**Wiring by layer**

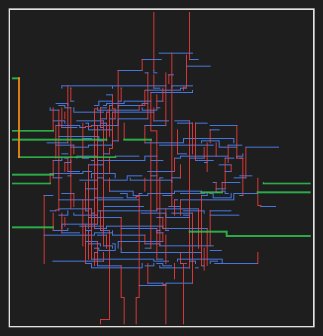
**Clock distribution**

The bar under the picture is 10 µm long.
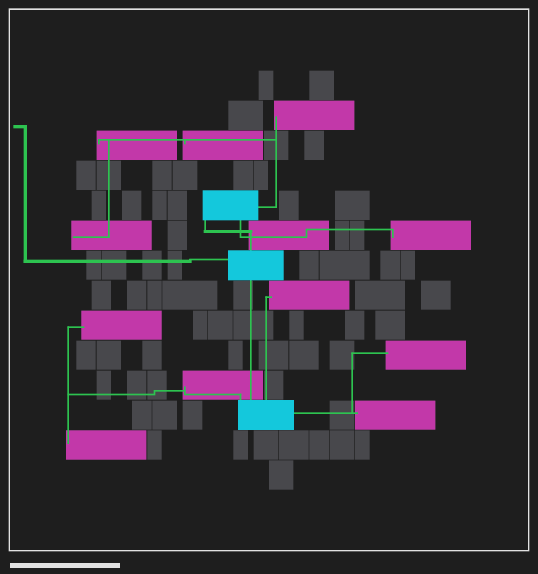
**M2 wires**

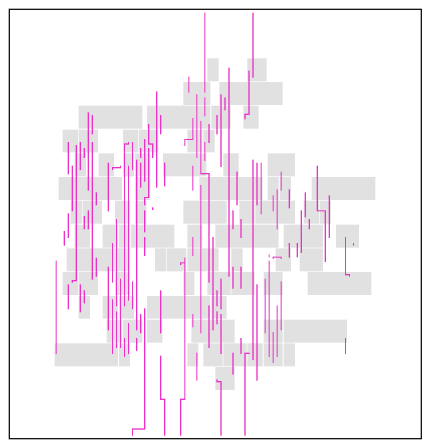
**Met3 routing**

The bar under the picture is 10 µm long.
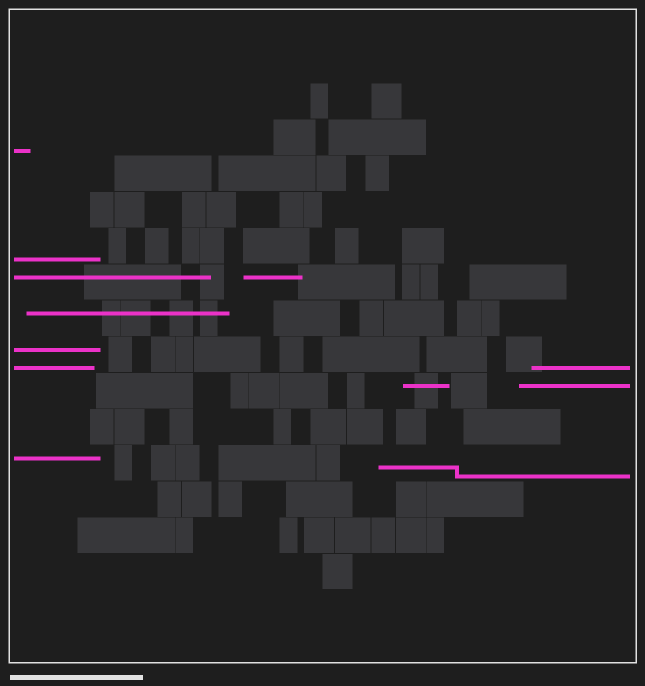
`src/rtl/piso_pkg.sv`:
```
// Shared types and helpers for the parallel-in, serial-out transmitter.
// Latency: n/a (package only).
// Backpressure: n/a (package only).
//
// Contents:
//   state_t  - two-state transmitter FSM encoding (IDLE, SHIFT)
//   cnt_w()  - bit-counter width for a given word width, never below 1
package piso_pkg;

    // Legal word-width range of the serializer.
    localparam int MIN_WIDTH = 1;
    localparam int MAX_WIDTH = 32;

    typedef enum logic [0:0] {
        IDLE  = 1'b0,
        SHIFT = 1'b1
    } state_t;

    // A 1-bit word still needs a 1-bit counter: $clog2(1) is 0, which
    // would give a zero-width vector.
    function automatic int cnt_w(input int width);
        return (width > 1) ? $clog2(width) : 1;
    endfunction

endpackage

```
`src/rtl/bit_counter.sv`:
```
// Bit-position counter for the serializer; raises tc at position WIDTH-1.
// Latency: count updates one clk edge after inc/clr; tc is combinational from the count.
// Backpressure: none; inc is ignored once the terminal count is reached (no wrap).
//
// Ports:
//   clk    - clock, rising edge
//   rst_n  - synchronous active-low reset, clears the count
//   inc    - advance by one (held at WIDTH-1 once reached)
//   clr    - synchronous clear, takes priority over inc
//   cnt    - current bit position
//   tc     - terminal count, cnt == WIDTH-1
module bit_counter
    import piso_pkg::*;
#(
    parameter int WIDTH = 8
) (
    input  logic                     clk,
    input  logic                     rst_n,
    input  logic                     inc,
    input  logic                     clr,
    output logic [cnt_w(WIDTH)-1:0]  cnt,
    output logic                     tc
);

    localparam int            CW     = cnt_w(WIDTH);
    localparam logic [CW-1:0] TC_VAL = CW'(WIDTH - 1);

    assign tc = (cnt == TC_VAL);

    // Saturating at TC_VAL keeps the count inside the word; for WIDTH=1 the
    // counter therefore never leaves 0 and tc is permanently high.
    always_ff @(posedge clk) begin
        if (!rst_n) begin
            cnt <= '0;
        end else if (clr) begin
            cnt <= '0;
        end else if (inc && !tc) begin
            cnt <= cnt + CW'(1);
        end
    end

endmodule

```
`src/rtl/piso_serializer.sv`:
```
// Parallel-in, serial-out transmitter: takes a WIDTH-bit word on a valid/ready load and emits one bit per en edge.
// Latency: first bit on dout the cycle after the accepting edge; a word occupies WIDTH enabled edges.
// Backpressure: load_ready only when idle or on the last bit (back-to-back, no bubble); low whenever en=0.
//
// Parameters:
//   WIDTH      - word width in bits, 1..32
//   MSB_FIRST  - 1: bit WIDTH-1 goes out first; 0: bit 0 goes out first
// Ports:
//   clk         - clock, rising edge
//   rst_n       - synchronous active-low reset (wins over en and load_valid)
//   en          - clock enable shared with the downstream 1-bit chains
//   load_valid  - load_data is offered
//   load_data   - word to serialize, sampled only on an accepted edge
//   load_ready  - a word can be accepted on this edge (combinational)
//   dout        - current serial bit, 0 while idle
//   dout_valid  - dout carries a bit of a word this cycle
//   last        - dout is the final bit of the current word
module piso_serializer
    import piso_pkg::*;
#(
    parameter int WIDTH     = 8,
    parameter bit MSB_FIRST = 1'b1
) (
    input  logic             clk,
    input  logic             rst_n,
    input  logic             en,
    input  logic             load_valid,
    input  logic [WIDTH-1:0] load_data,
    output logic             load_ready,
    output logic             dout,
    output logic             dout_valid,
    output logic             last
);

    localparam int CW = cnt_w(WIDTH);

    state_t           state;
    state_t           state_nxt;
    logic [WIDTH-1:0] sreg;
    logic [CW-1:0]    cnt;
    logic             tc;
    logic             in_shift;
    logic             accept;
    logic             word_done;
    logic             cnt_clr;
    logic             cnt_inc;

    assign in_shift = (state == SHIFT);

    // Ready during the last bit lets the next word follow with no gap.
    // en gates everything so a stalled edge can never take a word.
    assign load_ready = en & (~in_shift | tc);
    assign accept     = load_valid & load_ready;

    // The final bit has been consumed on this edge.
    assign word_done = en & in_shift & tc;

    // Clearing on word_done as well as accept leaves the counter at 0 in IDLE.
    assign cnt_clr = accept | word_done;
    assign cnt_inc = en & in_shift;

    bit_counter #(
        .WIDTH (WIDTH)
    ) u_bit_counter (
        .clk   (clk),
        .rst_n (rst_n),
        .inc   (cnt_inc),
        .clr   (cnt_clr),
        .cnt   (cnt),
        .tc    (tc)
    );

    // ------------------------------------------------------------------
    // FSM: state register
    // ------------------------------------------------------------------
    always_ff @(posedge clk) begin
        if (!rst_n) begin
            state <= IDLE;
        end else begin
            state <= state_nxt;
        end
    end

    // ------------------------------------------------------------------
    // FSM: next-state logic
    // ------------------------------------------------------------------
    always_comb begin
        state_nxt = state;
        unique case (state)
            IDLE: begin
                if (accept) begin
                    state_nxt = SHIFT;
                end
            end
            SHIFT: begin
                // A reload on the last-bit edge keeps the FSM in SHIFT.
                if (word_done) begin
                    state_nxt = accept ? SHIFT : IDLE;
                end
            end
            default: state_nxt = IDLE;
        endcase
    end

    // ------------------------------------------------------------------
    // FSM: outputs
    // ------------------------------------------------------------------
    always_comb begin
        dout       = 1'b0;
        dout_valid = 1'b0;
        last       = 1'b0;
        if (in_shift) begin
            dout_valid = 1'b1;
            last       = tc;
            dout       = MSB_FIRST ? sreg[WIDTH-1] : sreg[0];
        end
    end

    // ------------------------------------------------------------------
    // Shift register
    // ------------------------------------------------------------------
    // The register moves toward the output end with zero fill, so after the
    // last bit it is already mostly zero; it is cleared outright on
    // word_done so IDLE always holds 0.
    always_ff @(posedge clk) begin
        if (!rst_n) begin
            sreg <= '0;
        end else if (accept) begin
            sreg <= load_data;
        end else if (en && in_shift) begin
            if (tc) begin
                sreg <= '0;
            end else if (MSB_FIRST) begin
                sreg <= sreg << 1;
            end else begin
                sreg <= sreg >> 1;
            end
        end
    end

endmodule

```
`config.mk`:
```
export PLATFORM = sky130hd
export DESIGN_NAME = piso_serializer
export DESIGN_NICKNAME = d
export VERILOG_FILES = /design/src/rtl/piso_pkg.sv /design/src/rtl/bit_counter.sv /design/src/rtl/piso_serializer.sv
export SDC_FILE = /design/constraint.sdc
export NUM_CORES = 1
export LEC_CHECK = 0
export ABC_CLOCK_PERIOD_IN_PS = 1900
export CAP_MARGIN = 20
export CORE_AREA = 5 5 42 44
export CTS_BUF_LIST = sky130_fd_sc_hd__clkbuf_8
export DETAILED_ROUTE_END_ITERATION = 10
export DIE_AREA = 0 0 47 49
export DONT_BUFFER_PORTS = 1
export HOLD_SLACK_MARGIN = 0.06
export PLACE_DENSITY_LB_ADDON = 0.2
export RECOVER_POWER = 25
export SLEW_MARGIN = 30
export SYNTH_ARGS = -nofsm -noshare
export SYNTH_HDL_FRONTEND = slang
export SYNTH_SLANG_ARGS = --single-unit
```
`constraint.sdc`:
```
create_clock -name clk -period 1.9 [get_ports clk]
set_input_delay 0.475 -clock clk [delete_from_list [all_inputs] [get_ports clk]]
set_output_delay 0.475 -clock clk [all_outputs]
set_load 0.01 [all_outputs]
```
==> flow_metrics.tcl <==
# yosys + openroad results
set metrics [dict create \
    io_buffers 0 \
    dp.cells 92 \
    powerSeq_w 0.000277 \
    tightest_slew_ps 436 \
    cts-root-buf "clkbuf_8" \
    grtUsageTotal 0.138 \
    r2r_start "u_bit_counter.cnt[0]" \
    yosys.area_share.simple 0.187 \
    inverters 4 \
    critPathLaunchType "flop" \
    cp_slowest_stage_delay_ps 340 \
    synth_seq_share 0.374 \
    p_leak_nw 0.247 \
    finalCriticalPeriod_ps 1740 \
    synthXorXnorAreaFrac 0.0136 \
    first_pass_iters 4 \
    crit_slowest_cell "dfxtp_1" \
    pre_cts_slack_ps 409 \
    fp_util 0.458 \
    cts_inserted_buffers 3 \
    nFillCells 172 \
    comb-power_w 0.0000541 \
    lay_top_cells "13 x o21ai_0, 12 x dfxtp_1, 10 x nand2_1, 7 x a21oi_1, 7 x a31oi_1" \
    grt_max_degree 11 \
    clkCellAreaFrac 0.0620 \
    total_power_w 0.000559 \
    dp_hpwl_um 963 \
    final-instance-count-excl-fill 95 \
    path_cells "ha_1 -> ha_1 -> nor2b_4 -> nor2_1" \
    critPathTopFamily "adder cells" \
    wl_met3_um 96 \
    grt_pass1_wl_um 2340 \
    powerDensity_nw_per_um2 839 \
    synth.distinct_cells 23 \
    n_tap_cell 16 \
    rsz0062_at_grt "false" \
    slew-limit-headroom 0.709 \
    holdPathStages 1 \
    post-cts-setup-buffer-count 0 \
    antenna_cells 0 \
    synth_top_cell_by_area "dfxtp_1" \
    core_um2 1400 \
    viasPerCell 5.75 \
    synthMuxAreaShare 0.0156 \
    finalSetupViolCount 0 \
    p_sw_w 0.000129 \
    place_congestion 0.735 \
    outcome "finished, final reports clean" \
    clockBufferDepth 2 \
    nonClockBufferCount 1 \
    use_met3 0.0443 \
    nMultiInputCombCells 59 \
    drc 0 \
    final-comb-area_um2 345 \
    synth_adder_area_share 0.0390 \
    yosysTopAreaCellShare 0.374 \
    grt_util_met2 0.183 \
    cp.arrival_ps 1260 \
    finalMaxSlewViolations 0 \
    largest_reg_flops 8 \
    grt.met1_usage 0.194 \
    synthArstFlopShare 0 \
    fmax_mhz 576 \
    largestClassByArea "logic gates" \
    clock_sinks 12 \
    boundaryPins 16 \
    clock_skew_ps 1.76 \
    finish.utilization 0.475 \
    clkLatencyLatePin_ps 230 \
]
## Picture notes: 'wiring by layer'
Key: met2 = red [wire length 594 µm]; met1 = blue [wire length 632 µm]; met4 = orange [wire length 12.2 µm]; met3 = green [wire length 96.6 µm]
Post-Route WL: 1330 µm
routed vias: 546
WL per Instance: 14.0 µm

## Picture notes: 'clock distribution'
Key: flip-flops = magenta [count 12]; clock wires = green [length 177 µm]; cells driving clock nets = cyan [count 3]
There are 4 routed clock nets.
Clk. pwr: 0.000227 W
clock network fraction of total power: 0.407

## Picture notes: 'M2 wires'
The layer holds 45% of the routed length. 74 nets have wire on it. The layer carries 594 µm of wire.

## Picture notes: 'met3 routing'
The longest straight run is 14.9 µm. The layer carries 96.6 µm of wire.

Power is estimated from default activity; no workload was simulated.
